**Metal layers overlaid**

The bar under the picture is 20 um long.
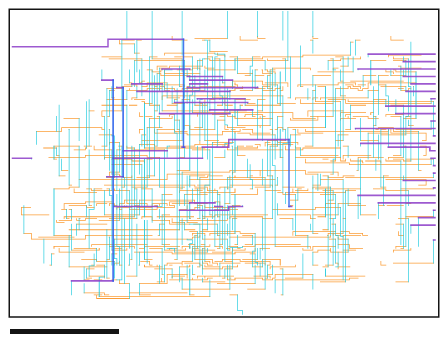
**Ports around the boundary**

Pins as bars across the die edge, other pins in gray.
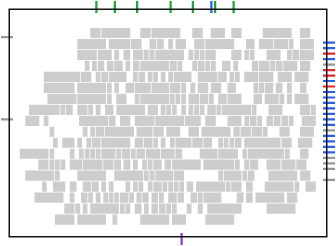
[src/rtl/seg7_pkg.sv]
// Shared definitions for the stopwatch 7-segment display path: digit width,
// segment constants and the scan FSM state encoding.
package seg7_pkg;

    localparam int DIGIT_W = 4;

    // Active-low segment patterns, bit6 = g ... bit0 = a
    localparam logic [6:0] SEG_BLANK = 7'b1111111;
    localparam logic [6:0] SEG_ZERO  = 7'b1000000;

    typedef enum logic {
        ST_BLANK = 1'b0,
        ST_SHOW  = 1'b1
    } scan_state_t;

endpackage

[src/rtl/seg7_rom.sv]
// BCD to common-anode 7-segment decoder (active-low, g..a).
// Codes 10..15 are not valid BCD and fall back to the '0' pattern.
module seg7_rom
    import seg7_pkg::*;
(
    input  logic [DIGIT_W-1:0] nibble,
    output logic [6:0]         segment
);

    always_comb begin
        segment = SEG_ZERO;
        case (nibble)
            4'd0:    segment = 7'b1000000;
            4'd1:    segment = 7'b1111001;
            4'd2:    segment = 7'b0100100;
            4'd3:    segment = 7'b0110000;
            4'd4:    segment = 7'b0011001;
            4'd5:    segment = 7'b0010010;
            4'd6:    segment = 7'b0000010;
            4'd7:    segment = 7'b1111000;
            4'd8:    segment = 7'b0000000;
            4'd9:    segment = 7'b0010000;
            default: segment = SEG_ZERO;
        endcase
    end

endmodule

[src/rtl/seg7_scan_ctrl.sv]
// Time-multiplexed scan controller for a common-anode 7-segment display with a
// blanking interval per slot. Optional leading-zero blanking: SEG7_LEADING_ZERO_BLANK_EN.
module seg7_scan_ctrl
    import seg7_pkg::*;
#(
    parameter int NUM_DIGITS   = 4,
    parameter int REFRESH_DIV  = 50000,
    parameter int BLANK_CYCLES = 500
)
(
    input  logic                          i_clk,
    input  logic                          i_rst,
    input  logic                          i_enable,
    input  logic [DIGIT_W*NUM_DIGITS-1:0] i_digits,
    input  logic [NUM_DIGITS-1:0]         i_dp,
    output logic [6:0]                    o_segment,
    output logic                          o_dp,
    output logic [NUM_DIGITS-1:0]         o_anode,
    output logic                          o_frame_start
);

    localparam int CNT_W = $clog2(REFRESH_DIV);
    localparam int IDX_W = $clog2(NUM_DIGITS);

    localparam logic [CNT_W-1:0] CNT_LAST = CNT_W'(REFRESH_DIV - 1);
    localparam logic [CNT_W-1:0] CNT_SNAP = CNT_W'(BLANK_CYCLES - 1);
    localparam logic [IDX_W-1:0] IDX_LAST = IDX_W'(NUM_DIGITS - 1);

    logic [CNT_W-1:0]      cnt, cnt_next;
    logic [IDX_W-1:0]      idx, idx_next;
    scan_state_t           state, state_next;
    logic [DIGIT_W-1:0]    snap_nibble, snap_nibble_next;
    logic                  snap_dp, snap_dp_next;
    logic                  frame_next;

    logic [DIGIT_W-1:0]    sel_nibble;
    logic                  sel_dp;
    logic                  suppress;

    logic [6:0]            rom_segment;
    logic [NUM_DIGITS-1:0] anode_next;
    logic [6:0]            segment_next;
    logic                  dp_next;

    always_comb begin
        sel_nibble = '0;
        sel_dp     = 1'b0;
        for (int k = 0; k < NUM_DIGITS; k++) begin
            if (idx == IDX_W'(k)) begin
                sel_nibble = i_digits[k*DIGIT_W +: DIGIT_W];
                sel_dp     = i_dp[k];
            end
        end
    end

`ifdef SEG7_LEADING_ZERO_BLANK_EN
    // A digit is a leading zero when it and every digit above it are 0 with no dp.
    always_comb begin
        logic zero_run;
        zero_run = 1'b1;
        suppress = 1'b0;
        for (int k = NUM_DIGITS - 1; k >= 0; k--) begin
            zero_run = zero_run && (i_digits[k*DIGIT_W +: DIGIT_W] == '0) && !i_dp[k];
            if ((k != 0) && (idx == IDX_W'(k))) begin
                suppress = zero_run;
            end
        end
    end
`else
    assign suppress = 1'b0;
`endif

    always_comb begin
        cnt_next         = cnt;
        idx_next         = idx;
        state_next       = state;
        snap_nibble_next = snap_nibble;
        snap_dp_next     = snap_dp;
        frame_next       = 1'b0;

        if (!i_enable) begin
            cnt_next   = '0;
            idx_next   = '0;
            state_next = ST_BLANK;
        end else if (cnt == CNT_LAST) begin
            cnt_next   = '0;
            idx_next   = (idx == IDX_LAST) ? '0 : idx + IDX_W'(1);
            state_next = ST_BLANK;
            frame_next = (idx == IDX_LAST);
        end else begin
            cnt_next = cnt + CNT_W'(1);
            if (cnt == CNT_SNAP) begin
                snap_nibble_next = sel_nibble;
                snap_dp_next     = sel_dp;
                if (!suppress) begin
                    state_next = ST_SHOW;
                end
            end
        end
    end

    // Decode the value being loaded into the snapshot so outputs update on the same edge.
    seg7_rom u_rom (
        .nibble  (snap_nibble_next),
        .segment (rom_segment)
    );

    always_comb begin
        anode_next   = '1;
        segment_next = SEG_BLANK;
        dp_next      = 1'b1;
        if (state_next == ST_SHOW) begin
            for (int k = 0; k < NUM_DIGITS; k++) begin
                anode_next[k] = (idx_next != IDX_W'(k));
            end
            segment_next = rom_segment;
            dp_next      = ~snap_dp_next;
        end
    end

    always_ff @(posedge i_clk) begin
        if (i_rst) begin
            cnt           <= '0;
            idx           <= '0;
            state         <= ST_BLANK;
            snap_nibble   <= '0;
            snap_dp       <= 1'b0;
            o_anode       <= '1;
            o_segment     <= SEG_BLANK;
            o_dp          <= 1'b1;
            o_frame_start <= 1'b0;
        end else begin
            cnt           <= cnt_next;
            idx           <= idx_next;
            state         <= state_next;
            snap_nibble   <= snap_nibble_next;
            snap_dp       <= snap_dp_next;
            o_anode       <= anode_next;
            o_segment     <= segment_next;
            o_dp          <= dp_next;
            o_frame_start <= frame_next;
        end
    end

endmodule
[config.mk]
export PLATFORM = sky130hd
export DESIGN_NAME = seg7_scan_ctrl
export DESIGN_NICKNAME = d
export VERILOG_FILES = /design/src/rtl/seg7_pkg.sv /design/src/rtl/seg7_rom.sv /design/src/rtl/seg7_scan_ctrl.sv
export SDC_FILE = /design/constraint.sdc
export NUM_CORES = 1
export LEC_CHECK = 0
export ABC_AREA = 1
export CAP_MARGIN = 30
export CORE_ASPECT_RATIO = 0.7
export CORE_MARGIN = 2
export CORE_UTILIZATION = 50
export CTS_CLUSTER_SIZE = 10
export DETAILED_ROUTE_END_ITERATION = 7
export GPL_ROUTABILITY_DRIVEN = 0
export PLACE_DENSITY = 0.82
export SLEW_MARGIN = 20
export SYNTH_ARGS = -nofsm -noshare
export SYNTH_HDL_FRONTEND = slang
export SYNTH_SLANG_ARGS = --single-unit
[constraint.sdc]
create_clock -name i_clk -period 2.02 [get_ports i_clk]
set_input_delay 0.606 -clock i_clk [delete_from_list [all_inputs] [get_ports i_clk]]
set_output_delay 0.606 -clock i_clk [all_outputs]
set_load 0.05 [all_outputs]
==> metrics.cfg <==
[outcome]
run_status=complete, no violations

[final_layout]
most-common-layout-cells=sky130_fd_sc_hd__nand2_1 (63), sky130_fd_sc_hd__dfxtp_1 (33), sky130_fd_sc_hd__buf_4 (32)
combGateArea_sq_um=1081
dominant-cell-class=combinational gates
ff_latch_area_sq_um=748.2
final.signal_buffer_count=54
final-instance-count-excl-fill=376
final_layout_top_logic_cell=sky130_fd_sc_hd__nand2_1
largest_reg_flops=16
fill_cells=284

[pwr]
power-top-group=sequential cells
pwr-share-clk=0.398
worst_ir_drop_vdd_v=0.0004700
p_leak_nw=1.070

[job]
stage_log_warnings=32

[cts]
cts_hold_buf=0
cts.sink_count=37
h_tree_depth=2
postCtsSetupRepairBufs=0

[sta]
post-route-min-period_ps=1924
report.final.hold_viol_count=0
max-slew-margin-rel=0.7518
finalWorstSetupSlack_ps=95.57
finalClockSkew_ps=4.998

[setup_path]
worstReg2RegEnd=o_segment[0]
critical_path_depth_in_cells=7
setup.worst_path.end_class=flop
cpPeakStageDelay_ps=580
r2r.worst_path.cells=14
timing.critical_path.arrival_ps=2160

[global_routing]
groute.layer.met1.usage=0.2856
gr-max-usage-layer=met2
grt.overflow.total=0
grt_start_max_net_pins=17

[floorplan]
fp-utilization=0.5365
number_of_top_level_pins=36

[logic_synthesis]
synth_compound_gate_area_share=0.05307
synth.mux.area_fraction=0
ys_area_sq_um=1933
yosys_cells=270
mappedNetlistArea_sq_um=1933
netlist_instances=270

[placed_design]
pre_cts_slack_ps=-191.4
detailed_place.area_sq_um=2415
placed_cells=369
placement.io_buffers=35

[hold_path]
hold_depth=1

## Picture notes: 'metal layers overlaid'
Purple is metal 3, wire length 360 um. Orange is metal 1, wire length 2200 um. Blue is metal 4, wire length 85.0 um. Cyan is metal 2, wire length 1950 um.

## Picture notes: 'ports around the boundary'
Blue is i_digits, pins 16, direction input, edge 15 right, 1 top. Red is i_dp, pins 4, direction input, edge right. Green is o_segment, pins 7, direction output, edge top. Purple is i_enable, pins 1, direction input, edge bottom.
All pins by edge: 25 right, 8 top, 2 left, 1 bottom.

Power is estimated from default activity; no workload was simulated.
